Figure 1. Clock distribution (run 1).
(3 px per um)
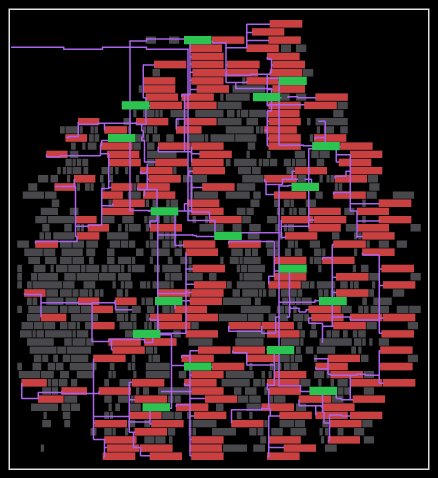
Figure 2. Cells colored by class (run 1).
(2 px per um)
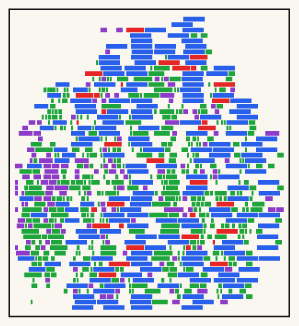
Figure 3. Met3 routing (run 1).
(2 px per um) Cells faint in the background.
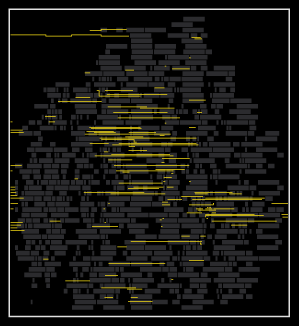
===== src/rtl/free_list_bank_pkg.sv =====
// Shared constants and types for one rename free-list bank.
// Mirrors the core_types constants the bank depends on and adds the
// per-bank count of indices held by the reset architectural mapping.
package free_list_bank_pkg;

   localparam int PR_COUNT                          = 128;
   localparam int LOG_PR_COUNT                      = 7;
   localparam int PRF_BANK_COUNT                    = 4;
   localparam int LOG_PRF_BANK_COUNT                = 2;
   localparam int AR_COUNT                          = 32;
   localparam int FREE_LIST_BANK_COUNT              = PRF_BANK_COUNT;
   localparam int FREE_LIST_LENGTH_PER_BANK         = 32;
   localparam int LOG_FREE_LIST_LENGTH_PER_BANK     = 5;
   localparam int FREE_LIST_LOWER_THRESHOLD         = 8;
   localparam int FREE_LIST_UPPER_THRESHOLD         = 24;
   localparam int FREE_LIST_INIT_RESERVED_PER_BANK  = AR_COUNT / FREE_LIST_BANK_COUNT;

   // Full physical-register tag, stored index within a bank, and occupancy.
   typedef logic [LOG_PR_COUNT-1:0]                  pr_tag_t;
   typedef logic [LOG_FREE_LIST_LENGTH_PER_BANK-1:0] fl_index_t;
   typedef logic [LOG_FREE_LIST_LENGTH_PER_BANK:0]   fl_count_t;
   typedef logic [LOG_PRF_BANK_COUNT-1:0]            bank_bits_t;

   // Index part of a tag: everything above the bank-select bits.
   function automatic fl_index_t pr_index(input pr_tag_t tag);
      return tag[LOG_PR_COUNT-1:LOG_PRF_BANK_COUNT];
   endfunction

   // Bank-select part of a tag.
   function automatic bank_bits_t pr_bank(input pr_tag_t tag);
      return tag[LOG_PRF_BANK_COUNT-1:0];
   endfunction

endpackage


===== src/rtl/free_list_bank_if.sv =====
// Enqueue/dequeue/status bundle of one free-list bank.
// master: ROB commit + rename side; slave: the bank itself.
interface free_list_bank_if;
   import free_list_bank_pkg::*;

   logic      enq_valid;
   pr_tag_t   enq_PR_tag;
   logic      deq_valid;
   pr_tag_t   deq_PR_tag;
   logic      deq_ready;
   fl_count_t count;
   logic      below_lower;
   logic      above_upper;
   logic      enq_error;

   modport master (
      output enq_valid, enq_PR_tag, deq_ready,
      input  deq_valid, deq_PR_tag, count, below_lower, above_upper, enq_error
   );

   modport slave (
      input  enq_valid, enq_PR_tag, deq_ready,
      output deq_valid, deq_PR_tag, count, below_lower, above_upper, enq_error
   );

endinterface


===== src/rtl/free_list_bank.sv =====
// One bank of the rename free list: circular FIFO of free PR indices whose
// bank bits equal BANK_INDEX (the bank bits are implied, not stored).
// Optional macro FREE_LIST_DOUBLE_FREE_CHECK_EN adds a per-index "already
// free" vector that rejects double frees.
module free_list_bank
   import free_list_bank_pkg::*;
#(
   parameter int BANK_INDEX      = 0,
   parameter int LENGTH          = FREE_LIST_LENGTH_PER_BANK,
   parameter int INIT_RESERVED   = FREE_LIST_INIT_RESERVED_PER_BANK,
   parameter int LOWER_THRESHOLD = FREE_LIST_LOWER_THRESHOLD,
   parameter int UPPER_THRESHOLD = FREE_LIST_UPPER_THRESHOLD
) (
   input logic             CLK,
   input logic             nRST,
   free_list_bank_if.slave fl
);

   localparam bank_bits_t BANK_BITS = bank_bits_t'(BANK_INDEX);

   fl_index_t slot_reg [LENGTH];
   fl_index_t head_reg, head_next;
   fl_index_t tail_reg, tail_next;
   fl_count_t count_reg, count_next;
   logic      enq_error_reg, enq_error_next;

   fl_index_t   enq_index;
   fl_index_t   head_index;
   logic        bank_match;
   logic        full;
   logic        duplicate;
   logic        enq_acc;
   logic        deq_acc;
   logic [LENGTH-1:0] slot_we;

   assign enq_index  = pr_index(fl.enq_PR_tag);
   assign bank_match = (pr_bank(fl.enq_PR_tag) == BANK_BITS);
   assign full       = (count_reg == fl_count_t'(LENGTH));
   assign head_index = slot_reg[head_reg];

   // Status and head entry come straight from registered state (zero-latency read).
   assign fl.deq_valid   = (count_reg != '0);
   assign fl.deq_PR_tag  = {head_index, BANK_BITS};
   assign fl.count       = count_reg;
   assign fl.below_lower = (count_reg <  fl_count_t'(LOWER_THRESHOLD));
   assign fl.above_upper = (count_reg >= fl_count_t'(UPPER_THRESHOLD));
   assign fl.enq_error   = enq_error_reg;

   assign deq_acc = fl.deq_valid && fl.deq_ready;
   assign enq_acc = fl.enq_valid && bank_match && !full && !duplicate;

`ifdef FREE_LIST_DOUBLE_FREE_CHECK_EN
   logic [LENGTH-1:0] in_list_reg, in_list_next;

   // Both set and clear look at pre-cycle state, so an enqueue of the index
   // being dequeued this cycle is still seen as a duplicate.
   assign duplicate = in_list_reg[enq_index];

   generate
      for (genvar gi = 0; gi < LENGTH; gi++) begin : g_in_list
         assign in_list_next[gi] =
            (in_list_reg[gi] && !(deq_acc && head_index == fl_index_t'(gi))) ||
            (enq_acc && enq_index == fl_index_t'(gi));
      end
   endgenerate

   // Free-index membership vector; reset marks every non-reserved index free.
   always_ff @(posedge CLK) begin
      if (!nRST) begin
         for (int i = 0; i < LENGTH; i++) begin
            in_list_reg[i] <= (i >= INIT_RESERVED);
         end
      end else begin
         in_list_reg <= in_list_next;
      end
   end
`else
   assign duplicate = 1'b0;
`endif

   // One write-enable per slot, selected by the tail pointer.
   generate
      for (genvar gi = 0; gi < LENGTH; gi++) begin : g_slot_we
         assign slot_we[gi] = enq_acc && (tail_reg == fl_index_t'(gi));
      end
   endgenerate

   // Pointer, occupancy and error-pulse next-state; pointers wrap naturally.
   always_comb begin
      head_next      = head_reg;
      tail_next      = tail_reg;
      count_next     = count_reg;
      enq_error_next = 1'b0;
      if (deq_acc) begin
         head_next = head_reg + 1'b1;
      end
      if (enq_acc) begin
         tail_next = tail_reg + 1'b1;
      end
      count_next     = count_reg + fl_count_t'(enq_acc) - fl_count_t'(deq_acc);
      enq_error_next = fl.enq_valid && !enq_acc;
   end

   // Control state registers.
   always_ff @(posedge CLK) begin
      if (!nRST) begin
         head_reg      <= '0;
         tail_reg      <= fl_index_t'(LENGTH - INIT_RESERVED);
         count_reg     <= fl_count_t'(LENGTH - INIT_RESERVED);
         enq_error_reg <= 1'b0;
      end else begin
         head_reg      <= head_next;
         tail_reg      <= tail_next;
         count_reg     <= count_next;
         enq_error_reg <= enq_error_next;
      end
   end

   // Index storage; reset loads the non-reserved indices in ascending order.
   always_ff @(posedge CLK) begin
      if (!nRST) begin
         for (int i = 0; i < LENGTH; i++) begin
            slot_reg[i] <= (i < LENGTH - INIT_RESERVED) ? fl_index_t'(i + INIT_RESERVED) : '0;
         end
      end else begin
         for (int i = 0; i < LENGTH; i++) begin
            if (slot_we[i]) begin
               slot_reg[i] <= enq_index;
            end
         end
      end
   end

endmodule


===== src/flat_wrapper.sv =====
// flat-port wrapper written by rule: the top's interface ports become plain ports
module free_list_bank_flat import free_list_bank_pkg::*;
#(
   parameter int BANK_INDEX      = 0,
   parameter int LENGTH          = FREE_LIST_LENGTH_PER_BANK,
   parameter int INIT_RESERVED   = FREE_LIST_INIT_RESERVED_PER_BANK,
   parameter int LOWER_THRESHOLD = FREE_LIST_LOWER_THRESHOLD,
   parameter int UPPER_THRESHOLD = FREE_LIST_UPPER_THRESHOLD
)
  (CLK, nRST, fl_enq_valid, fl_enq_PR_tag, fl_deq_ready, fl_deq_valid, fl_deq_PR_tag, fl_count, fl_below_lower, fl_above_upper, fl_enq_error);
  free_list_bank_if fl_i ();
  input logic CLK;
  input logic nRST;
  input wire logic [$bits(fl_i.enq_valid)-1:0] fl_enq_valid;
  input wire logic [$bits(fl_i.enq_PR_tag)-1:0] fl_enq_PR_tag;
  input wire logic [$bits(fl_i.deq_ready)-1:0] fl_deq_ready;
  output wire logic [$bits(fl_i.deq_valid)-1:0] fl_deq_valid;
  output wire logic [$bits(fl_i.deq_PR_tag)-1:0] fl_deq_PR_tag;
  output wire logic [$bits(fl_i.count)-1:0] fl_count;
  output wire logic [$bits(fl_i.below_lower)-1:0] fl_below_lower;
  output wire logic [$bits(fl_i.above_upper)-1:0] fl_above_upper;
  output wire logic [$bits(fl_i.enq_error)-1:0] fl_enq_error;
  assign fl_i.enq_valid = fl_enq_valid;
  assign fl_i.enq_PR_tag = fl_enq_PR_tag;
  assign fl_i.deq_ready = fl_deq_ready;
  assign fl_deq_valid = fl_i.deq_valid;
  assign fl_deq_PR_tag = fl_i.deq_PR_tag;
  assign fl_count = fl_i.count;
  assign fl_below_lower = fl_i.below_lower;
  assign fl_above_upper = fl_i.above_upper;
  assign fl_enq_error = fl_i.enq_error;
  free_list_bank #(.BANK_INDEX(BANK_INDEX), .LENGTH(LENGTH), .INIT_RESERVED(INIT_RESERVED), .LOWER_THRESHOLD(LOWER_THRESHOLD), .UPPER_THRESHOLD(UPPER_THRESHOLD)) u_core (.CLK(CLK), .nRST(nRST), .fl(fl_i));
endmodule

===== config.mk =====
export PLATFORM = sky130hd
export DESIGN_NAME = free_list_bank_flat
export DESIGN_NICKNAME = d
export VERILOG_FILES = /design/src/rtl/free_list_bank_pkg.sv /design/src/rtl/free_list_bank_if.sv /design/src/rtl/free_list_bank.sv /design/src/flat_wrapper.sv
export SDC_FILE = /design/constraint.sdc
export NUM_CORES = 1
export LEC_CHECK = 0
export CORE_ASPECT_RATIO = 1.1
export CORE_MARGIN = 2
export CORE_UTILIZATION = 41
export CTS_CLUSTER_DIAMETER = 60
export DETAILED_ROUTE_END_ITERATION = 7
export PLACE_DENSITY = 0.6
export SETUP_SLACK_MARGIN = 0.4
export SYNTH_ARGS = -nofsm -noshare
export SYNTH_HDL_FRONTEND = slang
export SYNTH_SLANG_ARGS = --single-unit

===== constraint.sdc =====
create_clock -name CLK -period 2.4 [get_ports CLK]
set_input_delay 0.72 -clock CLK [delete_from_list [all_inputs] [get_ports CLK]]
set_output_delay 0.72 -clock CLK [all_outputs]
set_load 0.05 [all_outputs]

==> flow_metrics.tcl, run 1 <==
# place-and-route summary
set metrics [dict create \
    ios 28 \
    nets 787 \
    rrSetupSlack_ns 0.23 \
    largest_class "flip-flops and latches" \
    fin_crit_sh_pct 128 \
    core_area_um2 19800 \
    cts-root-buf "clkbuf_16" \
    synthDistinctLibCells 52 \
    violations "setup timing" \
    grt_max_degree 30 \
    first_global_vias 5628 \
    yosysCellCount 643 \
    grt_use_met1_pct 26.7 \
    setup_viol_count_final 5 \
    final.fill_count 1612 \
    layout_top_cell "edfxtp_1" \
    largest_register_ffs 160 \
    p_comb_mw 1.78 \
    worstSetupStartpointType "flip-flop" \
    logic_family "simple AND/OR/NAND/NOR gates" \
    synth-compound-area-share_pct 4.91 \
    yosysSeqAreaShare_pct 63.5 \
    met2_length_um 11300 \
    fin_cells 1022 \
    grt-ovfl-total 0 \
    ys_warn_count 0 \
    r2r-end "u_core.fl.count[4]" \
    outcome "finished, violations left" \
    die_h_um 153 \
    grt_antenna_before_repair 0 \
    maxSlewViolCount 0 \
    synth_area_per_cell_um2 12.8 \
    layout-drive-gt1-share_pct 35.8 \
    place_congestion 0.917 \
    grt.busiest_layer "met2" \
    fin_ws_ns -0.675 \
    tool_warnings 38 \
    xor_share_pct 0.955 \
    gr-usage-met2_pct 35.3 \
    p_per_area_nw_per_um2 773 \
    endpoint_kind "output pin" \
    p_int_mw 6.14 \
    grt_pass1_wl_um 33200 \
    hold_start "u_core.head_reg[4]" \
    die_w_um 139 \
    final_cell_mix "edfxtp_1 (160), nand2_1 (83), buf_4 (73), nor2_1 (57), mux2i_1 (40)" \
    holdPathStages 2 \
    p_leak_nw 3.75 \
]
About Figure 1:
legend:
  cells driving clock nets:
    color: green
    count: 17
  flip-flops:
    color: red
    count: 182
  clock wires:
    color: purple
    length: 1980 um
flops lie: all over the die
Latency at later pin: 0.43 ns
Worst Skew: 0.0115 ns
Clk. pwr: 2.94 mW
Clock power frac: 34.7%

About Figure 2:
legend:
  flip-flops:
    color: blue
    cells: 182
    share_of_their_area: 50%
  all other logic:
    color: green
    cells: 426
    share_of_their_area: 33%
  clock drivers and dummy loads:
    color: red
    cells: 32
    share_of_their_area: 5.9%
  other buffers and delay cells:
    color: purple
    cells: 130
    share_of_their_area: 12%
std cell rows: 54
Core Util, Final: 55.3%

About Figure 3:
nets with wire on the layer: 90
wire length on this layer: 1430 um
main direction: horizontal
Vias: 5615
met3 Use GR: 3.82%
drt total wl: 22100 um

==> run 2: changes to the inputs <==
--- a/config.mk
+++ b/config.mk
@@ -10,7 +10,7 @@
 export CORE_UTILIZATION = 41
 export CTS_CLUSTER_DIAMETER = 60
 export DETAILED_ROUTE_END_ITERATION = 7
-export PLACE_DENSITY = 0.6
+export PLACE_DENSITY = 0.58
 export SETUP_SLACK_MARGIN = 0.4
 export SYNTH_ARGS = -nofsm -noshare
 export SYNTH_HDL_FRONTEND = slang
==> constraint.sdc (replaced) <==
create_clock -name CLK -period 3.8 [get_ports CLK]
set_input_delay 1.14 -clock CLK [delete_from_list [all_inputs] [get_ports CLK]]
set_output_delay 1.14 -clock CLK [all_outputs]
set_load 0.05 [all_outputs]
Figure 4. Cells colored by class (run 2).
(2 px per um)
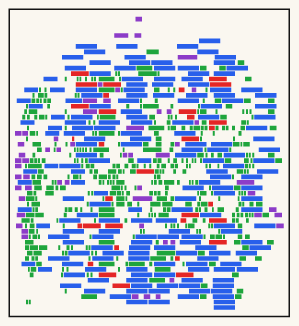
legend:
  other buffers and delay cells:
    color: purple
    cells: 55
    share_of_their_area: 6.6%
  flip-flops:
    color: blue
    cells: 182
    share_of_their_area: 56%
  all other logic:
    color: green
    cells: 426
    share_of_their_area: 31%
  clock drivers and dummy loads:
    color: red
    cells: 32
    share_of_their_area: 6.4%
flop share of the area: 54.5%
Core Area: 19800 um^2

Figure 5. Clock distribution (run 2).
(3 px per um)
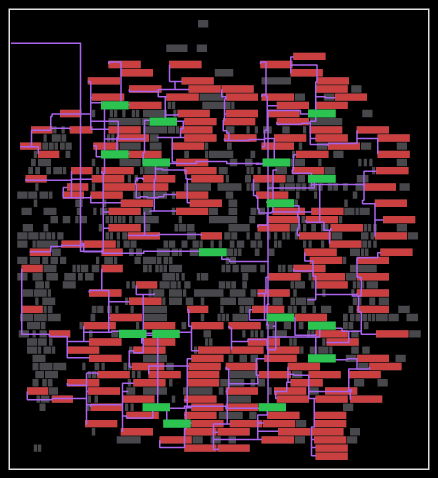
legend:
  flip-flops:
    color: red
    count: 182
  clock wires:
    color: purple
    length: 2080 um
  cells driving clock nets:
    color: green
    count: 17
routed clock nets: 18
Worst Skew: 0.00975 ns
Clock power frac: 35.9%
Clk. pwr: 1.78 mW

==> flow_metrics.tcl, run 2 <==
# place-and-route summary
set metrics [dict create \
    outcome "completed" \
    place_congestion 0.851 \
    cts-root-buf "clkbuf_16" \
    cts_tree "done" \
    fin_crit_sh_pct 94.2 \
    use_met3_pct 3.82 \
    xor_share_pct 0.955 \
    maxSlewViolCount 0 \
    critPathRequiredTime_ns 2.66 \
    worstSkewPairLatency_ns 0.43 \
    grt_pass1_wl_um 31300 \
    final.fill_count 1730 \
    first_global_vias 5404 \
    die_w_um 139 \
    largest_register_ffs 160 \
    p_leak_nw 3.23 \
    synthDistinctLibCells 52 \
    rrSetupSlack_ns 1.19 \
    grt_antenna_before_repair 0 \
    p_per_area_nw_per_um2 514 \
    syn_to_final_growth_pct 16.6 \
    setup_viol_count_final 0 \
    fin_ws_ns 0.222 \
    nets 712 \
    met2_length_um 10400 \
    logic_family "simple AND/OR/NAND/NOR gates" \
    fin_util_pct 48.6 \
    grt.busiest_layer "met2" \
    final_cell_mix "edfxtp_1 (160), nand2_1 (101), nor2_1 (67), mux2i_1 (40), nand3_1 (32)" \
    fin_cells 947 \
    ios 28 \
    seq_area_um2 5250 \
    grt_use_met1_pct 25.4 \
    r2r-end "u_core.fl.count[4]" \
    p_int_mw 3.58 \
    ys_warn_count 0 \
    gr-usage-met2_pct 33.6 \
    worstSetupStartpointType "flip-flop" \
    layout_top_cell "edfxtp_1" \
    layout-drive-gt1-share_pct 14.4 \
    holdPathStages 2 \
    grt_max_degree 41 \
    grt-ovfl-total 0 \
    tool_warnings 37 \
    p_comb_mw 0.835 \
]
Figure 6. Met3 routing (run 2).
(2 px per um) Cells faint in the background.
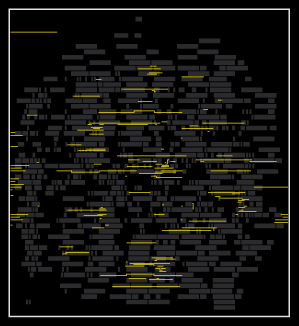
share of all routed wire: 5.2%
wire length on this layer: 1060 um
Vias: 5296
drt total wl: 20600 um

No activity file was given, so power comes from the tool's default toggle rates.
